==> config.mk <==
export PLATFORM = sky130hd
export DESIGN_NAME = micro_sequencer
export DESIGN_NICKNAME = d
export VERILOG_FILES = /design/src/rtl/micro_sequencer.sv
export SDC_FILE = /design/constraint.sdc
export NUM_CORES = 1
export LEC_CHECK = 0
export CORE_MARGIN = 3
export CORE_UTILIZATION = 53
export CTS_BUF_LIST = sky130_fd_sc_hd__clkbuf_16
export CTS_CLUSTER_SIZE = 24
export DETAILED_ROUTE_END_ITERATION = 6
export PLACE_DENSITY = 0.92
export SLEW_MARGIN = 30
export SYNTH_ARGS = -nofsm -noshare
export SYNTH_HDL_FRONTEND = slang
export SYNTH_SLANG_ARGS = --single-unit
==> constraint.sdc <==
create_clock -name clk -period 5.1 [get_ports clk]
set_clock_uncertainty 0.05 [all_clocks]
set_input_delay 1.53 -clock clk [delete_from_list [all_inputs] [get_ports clk]]
set_output_delay 1.53 -clock clk [all_outputs]
set_load 0.05 [all_outputs]
**Power grid**

(6 px per micron) Pins as bars on the die edge.
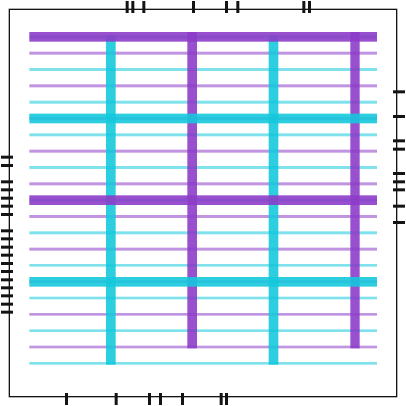
purple -> VDD
cyan -> VSS
signal pins = 42
met1 rails = 21
met5 straps = 4
rows = 20
Core Area: 3150 sq um
VDD IR max: 179 uV
Die Wd: 64.3 microns
DIE HEIGHT: 64.3 microns

**Track usage over the die**

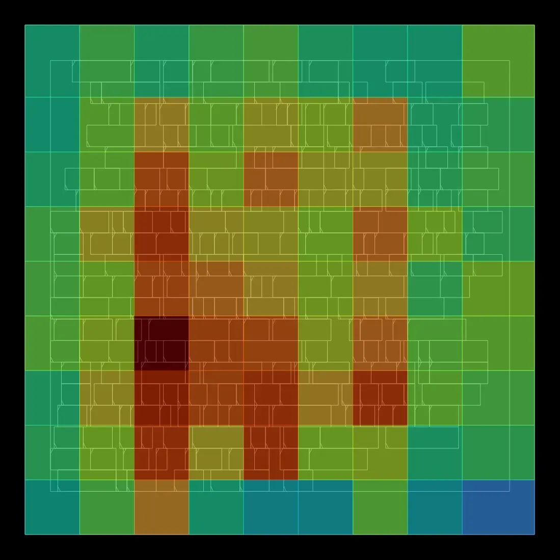
Final Util: 75.2%
M3 GR Usage: 5.62%
overall routing resource usage: 22.4%
DR WL/cell: 15.0 microns

==> impl_metrics.ini <==
; synthesis and place-and-route metrics
[status]
status = finished, final reports clean

[logic_synthesis]
syn_area_per_cell_sq_um = 8.59
logic_family = simple AND/OR/NAND/NOR gates
yosys.area_share.simple_pct = 30.0
yosys_warnings = 0
ff_type = dfxtp_1
xor_share_pct = 5.90
ys_sh_adder_pct = 2.08
synth_cells = 210
yosys.area.top_type = dfxtp_1
synth_cell_types = 51
synthMuxAreaShare_pct = 5.00
syn-cell-area_sq_um = 1800
area_leaders = dfxtp_1, mux2i_1, a21oi_1, nor2_1, xor2_1
yosysSeqAreaShare_pct = 34.4
synth_top_area_share_pct = 34.4
yosys_register_bits = 31
async_flop_share_pct = 0
ys_sh_aoi_pct = 18.2
syn-num-nets = 230

[layout]
syn_to_final_growth_pct = 31.4
final_cells = 294
comb_area_sq_um = 1100
regArea_sq_um = 621
largest_register_ffs = 16
final_nets = 269
layout-drive-gt1-share_pct = 8.40
fillers = 245

[power_and_ir_drop]
leakage_nw = 0.827
power.total_uw = 671
power.density_nw_per_um2 = 283

[final_timing]
worst_slack_ns = 0.595
rsz0062_at_grt = no
fin_setup_tns_ns = 0
finalCritPeriodShare_pct = 88.3
setup_viol = 0
period_needed_ns = 4.50
drv_slew = 0
hold_violations = 0
worst-slew-pin-transition_ns = 0.743
holdWs_ns = 0.431

[setup_path]
critPathLaunchType = primary input
worst_r2r_path_depth = 4
path_max_fanout = 9
cp-end-kind = output port
cp.required_ns = 3.52
r2r_slack_ns = 3.01
cp_slowest_stage_delay_ns = 0.69
crit_cells = 4
critPathKind = in -> out
crit_chain = clkdlybuf4s50_1, nor2b_1, a31o_2, buf_12
crit_family = buffers and inverters
arrival_ns = 2.92
cp_slowest_cell = clkdlybuf4s50_1

[clock_tree]
max-clock-path-buffers = 2
clkLatencyLatePin_ns = 0.28
cts_setup_buffers = 0
cts_tree = built
ctsHoldBuffers = 0
clkTransAtPathRegs_ns = 0.05

[global_routing]
grt_overflow = 0
busiest_layer = met2
first_global_vias = 1586
grt_antenna_before_repair = 0
grt_pass1_wl_mm = 7.41
grt_max_degree = 25

[routing]
wl_met3_microns = 288
wirelength_mm = 4.40
highest_layer = met4
wl_met2_mm = 2.09
vias = 1755
drt_pass1_iterations = 4
drc_errors = 0
drt-met1-wl_mm = 1.95
drt_iter0_markers = 182
viasPerCell = 5.97
ant_nets = 0

[job]
maxCapViolCount = 0
warnings = 26

[floorplan]
fp.dieArea_sq_um = 4140
pin_count = 42
rows = 20

[place]
io_buffers = 41
gp_congestion = 0.861
dpl_cell_area_sq_um = 2230
place_inst = 286
synthesized netlist by cell type (all sizes together) (4+ instances only):
library cell,number
dfxtp,31
nor2,20
a21oi,16
nand2,13
nand3,12
mux2i,9
o21ai,9
xor2,7
inv,6
nand4,6
or4,6
buf,5
clkbuf,5
o31ai,5
a311oi,4
and2,4
nand2b,4
nor2b,4
nor3,4
nor3b,4
or3,4
report_power, final:
group	switching [mW]	internal (mW)
registers	0.0114	0.251
clock network	0.107	0.178
logic	0.0726	0.0511
total	0.191	0.480
cell type report:
cell class | instances | area share, %
tap | 44 | 2.32
clock inverter | 3 | 0.634
sequential | 31 | 26.2
inverter | 6 | 0.950
timing repair buffer | 42 | 18.1
clock buffer | 5 | 5.28
multi-input combinational | 163 | 46.6
